**Run 1: layout detail**

Window x 10 to 50, y 53 to 93 µm. Cells in grey, sequential cells in the stronger grey; small squares are vias.
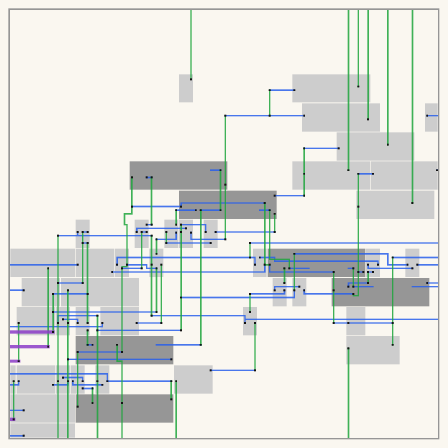
**Run 1: metal layers overlaid**

Only two layers are drawn.
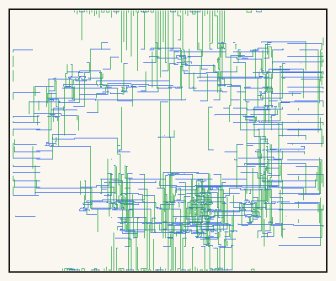
**Run 1: the clock network**

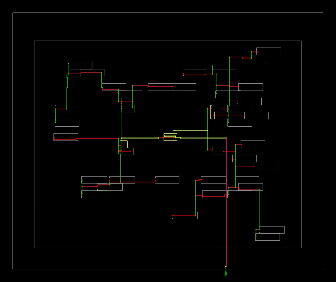
Design line_xfer_ctrl_flat, sky130hd; sources not shown.
==> qor.csv, run 1 <==
stage,metric,value,unit
layout,logic share of the area,19.6,%
placement,Buffers on Ports,106,
placement,dpl cell area,3750,µm²
floorplan,Die H,97.7,µm
power,Leak,1.85,nW
power,maximum vdd ir drop,0.00120,V
placement,pre-CTS WS,-0.346,ns
clock_network,CTS max path bufs,2,
clock_network,clk ins delay skew pair,0.28,ns
global_route,first-pass GRT wire length,11.1,mm
layout,clk cell area share,2.12,%
setup_path,WS Path Type,flip-flop to output port,
timing,setup ws final,-0.283,ns
setup_path,r2r worst-path depth,6,
setup_path,FF-to-FF setup slack,-0.15,ns
layout,final instance area,4010,µm²
logic_synthesis,yosys cell count,296,
floorplan,Die X,118,µm
detailed_routing,drt via density,4.36,
setup_path,CP Depth,3,
layout,max reg flops,26,
global_route,antenna violations before repair,0,
setup_path,WP data arrival,1.37,ns
status,failing checks,setup timing,
run,Tool Warnings,39,
logic_synthesis,cell type with the largest total area,dfrtp_1,
layout,post-layout util,50.0,%
detailed_routing,# DRC,0,
timing,Worst Hold Slack,0.522,ns
detailed_routing,DRT Wirelength,7.04,mm
logic_synthesis,gate count of the mapped netlist,296,
setup_path,"slowest stage cell, crit path",dfrtp_2,
floorplan,tap cells,108,
floorplan,FP Rows,29,
layout,Antenna diodes,0,
logic_synthesis,Post-synth seq share,36.2,%
layout,Combinational Gates,147,
clock_network,post-cts sizing count,13,
logic_synthesis,commonest register cell after synthesis,dfrtp_1,
layout,nets@finish,440,
clock_network,Root Driver,clkbuf_8,
global_route,grt peak-use layer,met2,
setup_path,Crit. End Element,output port,
status,status,"finished, violations left",
floorplan,FP Util,30.2,%
setup_path,Startpoint Class,flip-flop,
layout,"Inverters, non-clock",5,
timing,Final Hold Viols,0,
logic_synthesis,Yosys top cell by instances,buf_4,
timing,Post-Route Skew,0.00567,ns
clock_network,clock slew at reported path FFs,0.07,ns
layout,most frequent logic cell in the layout,nand2_1,
clock_network,hold_buf cts,0,
global_route,number of global-route vias before repair,2034,
detailed_routing,drt first pass iters,4,
logic_synthesis,"area share, top type",36.2,%
floorplan,chip footprint,11500,µm²
floorplan,Core ar.,8020,µm²
timing,final setup fails,9,
layout,Fillers,691,
logic_synthesis,synthesized area per cell,8.18,µm²
detailed_routing,antenna-violating nets left,0,
layout,share of layout cells above drive strength 1,41.4,%
timing,Fmax,545,MHz
setup_path,Crit Path Max Fanout,6,
-- 'layout detail' (at the start) --
| colour | layer |
|---|---|
| green | M2 |
| blue | M1 |
| purple | M3 |
most frequent: nand2_1 (18), buf_12 (10)
sequential cells in the window: 6
cells with their middle in the window: 43

-- 'metal layers overlaid' (at the start) --
| colour | layer | wire length |
|---|---|---|
| green | M2 | 3430 µm |
| blue | M1 | 2910 µm |
total number of vias: 1915
GRT Total Usage: 11.7%
Wirelength per Cell: 16.0 µm

-- 'the clock network' (at the start) --
Num CTS Buffers: 5
Sink Count: 35
Clock Buffer Count: 6

-- run 1: tightest hold or removal path: cells and delay by family --
family / cells / cell delay [ns]
buffers and inverters: 3 / 0.70
-- run 1: power breakdown --
part / internal, mW / switching [mW] / leakage [nW]
Sequential: 1.34 / 0.748 / 0.428
Combinational: 3.83 / 4.23 / 1.38
Clock: 0.314 / 0.329 / 0.0412
-- run 1: layer usage --
layer	share of wire [%]	up-vias
met1	41	897
met2	49	127
li1	-	877
met3	8.1	14
met5	0	-
met4	1.9	0
-- run 1: kinds of logic after synthesis --
group	after synthesis	share of synthesized area, %
muxes	2	1.03
buffers and inverters	121	35.9
other	2	0.310
xor gates and xnor gates	1	0.362
AOI/OAI and AO/OA	20	5.58
adders and majority gates	1	0.517
and+or+nand+nor	114	20.1
DFF	35	36.2
## Run 2: what changed since run 1
--- a/config.mk
+++ b/config.mk
@@ -15,3 +15,4 @@
 export SYNTH_ARGS = -nofsm -noshare
 export SYNTH_HDL_FRONTEND = slang
 export SYNTH_SLANG_ARGS = --single-unit
+export TNS_END_PERCENT = 30
**Run 2: sequential cells grouped by signal name**

Scale bar: 20 µm. Other sequential cells in the stronger grey, the rest of the logic in the fainter grey.
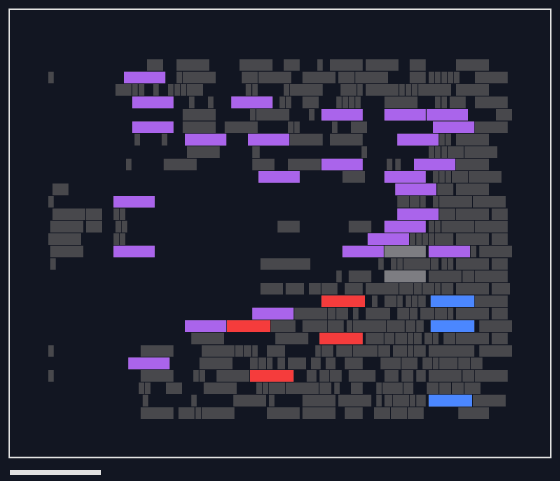
| colour | netlist name | flops |
|---|---|---|
| purple | u_core.base_q | 26 |
| blue | u_core.state_q | 3 |
| red | u_core.u_beat_counter.idx | 4 |
not coloured: 2
sequential power: 2.08 mW
flop share of the area: 22.1%
post-layout util: 49.9%
register area: 885 µm²

==> qor.csv, run 2 <==
stage,metric,value,unit
status,status,"finished, violations left",
status,failing checks,setup timing,
layout,Final Non-Filler Cells,439,
setup_path,Crit Path Max Fanout,7,
floorplan,tap cells,108,
floorplan,FP Rows,29,
layout,final instance area,4000,µm²
detailed_routing,DR top layer,met4,
detailed_routing,DRT Wirelength,7.53,mm
setup_path,Startpoint Class,flip-flop,
power,Internal,5.59,mW
timing,Fmax,532,MHz
detailed_routing,Wirelength per Cell,17.2,µm
global_route,grt peak-use layer,met2,
setup_path,Crit. End Element,output port,
layout,logic share of the area,19.7,%
setup_path,CP Depth,5,
power,NetSw,5.36,mW
floorplan,Core ar.,8020,µm²
layout,Clock Buffer Count,6,
logic_synthesis,"EDFF count, synth",0,
layout,max reg flops,26,
placement,dpl cell area,3710,µm²
detailed_routing,drt via density,4.47,
global_route,number of global-route vias before repair,2040,
placement,Buffers on Ports,106,
setup_path,WS Path Type,flip-flop to output port,
run,Tool Warnings,39,
clock_network,hold_buf cts,0,
logic_synthesis,MUX area fraction,1.03,%
setup_path,"slowest stage cell, crit path",dfrtp_2,
layout,clk cell area share,2.94,%
power,maximum vdd ir drop,0.00115,V
global_route,antenna violations before repair,0,
timing,Worst Hold Slack,0.538,ns
timing,setup ws final,-0.331,ns
logic_synthesis,commonest register cell after synthesis,dfrtp_1,
detailed_routing,antenna-violating nets left,0,
detailed_routing,DR WL met2,3.79,mm
logic_synthesis,"area share, top type",36.2,%
global_route,GRT Total Usage,12.1,%
layout,"Inverters, non-clock",5,
placement,pre-CTS WS,-0.408,ns
hold_path,Hold Crit Class,primary input to async pin,
clock_network,Num CTS Buffers,5,
setup_path,worst path cell trace,buf_4 -> nor2b_2 -> nand2b_1 -> inv_2 -> buf_12,
logic_synthesis,gate count of the mapped netlist,296,
detailed_routing,routed wl met3,766,µm
detailed_routing,# DRC,0,
layout,Gate Area,790,µm²
power,Cell Pwr Density,2740,nW/µm²
timing,setup TNS,-2.27,ns
logic_synthesis,Post-synth seq share,36.2,%
detailed_routing,total number of vias,1964,
logic_synthesis,Synth warnings,0,
timing,final setup fails,10,
clock_network,Sink Count,35,
timing,Final Hold Viols,0,
clock_network,H-Tree Depth,2,
clock_network,post-cts sizing count,18,
floorplan,IO Pins,254,
floorplan,Die H,97.7,µm
layout,nets@finish,440,
layout,Antenna diodes,0,
setup_path,FF-to-FF setup slack,-0.21,ns
timing,Post-Route Skew,0.00664,ns
power,Switching Fraction,48.9,%
power,total design power,11.0,mW
floorplan,chip footprint,11500,µm²
logic_synthesis,yosys adder share,0.517,%
clock_network,Root Driver,clkbuf_8,
clock_network,clock slew at reported path FFs,0.07,ns
setup_path,Bufs and invs on worst path,3,
global_route,total gr overflow,0,
layout,Combinational Gates,147,
logic_synthesis,Synth top cells by count,"buf_4, nand2_1, dfrtp_1",
logic_synthesis,Yosys top cell by instances,buf_4,
global_route,maximum number of pins on one net before global-route repair,36,
detailed_routing,wl on met1,2.74,mm
layout,Fillers,657,
timing,post-layout period usage,121,%
detailed_routing,drt first pass iters,4,
logic_synthesis,"top comb family, area",buffers and inverters,
logic_synthesis,Cell area leaders,"dfrtp_1, buf_4, nand2_1",
logic_synthesis,cell type with the largest total area,dfrtp_1,
layout,share of layout cells above drive strength 1,41.4,%
clock_network,clk ins delay skew pair,0.28,ns
logic_synthesis,synthesized area per cell,8.18,µm²
clock_network,CTS max path bufs,2,
global_route,met3 global-route usage,5.81,%
power,Clock power frac,7.8,%
global_route,first-pass GRT wire length,11.3,mm
logic_synthesis,xor+xnor area frac,0.362,%
power,Leak,1.86,nW
power,Flop pwr share,19.0,%
setup_path,WP data arrival,1.42,ns
layout,FFs & Latches,35,
logic_synthesis,Post-Synth Simple-Gate Area,20.1,%
floorplan,FP Util,30.2,%
setup_path,Crit path max-delay family,flip-flops,
logic_synthesis,Unique cell types,32,
layout,most frequent logic cell in the layout,nand2_1,
setup_path,Max stage delay on crit path,0.45,ns
floorplan,Die X,118,µm
setup_path,r2r worst-path depth,6,
logic_synthesis,yosys cell count,296,
logic_synthesis,aoi share,5.58,%
power,Comb pwr share,73.2,%
==> run 2: netlist changes by cell type in the layout (fill, tap and decap cells not counted), moves of 2 or more <==
| cell | delta |
|---|---|
| clkbuf_16 | -2 |
| dfrtp_1 | +2 |
| clkinvlp_4 | -2 |
| dfrtp_2 | -2 |
==> run 2: power groups by stage <==
stage / clock, mW / combinational [mW] / sequential [mW]
2_1_floorplan: 0 / 3.63 / 2.87
3_3_place_gp: 0 / 7.55 / 2.04
3_5_place_dp: 0 / 7.73 / 2.08
4_1_cts: 0.882 / 7.95 / 2.07
5_1_grt: 0.927 / 8.33 / 2.15
6_report: 0.849 / 8.02 / 2.08
Power is estimated from default activity; no workload was simulated.
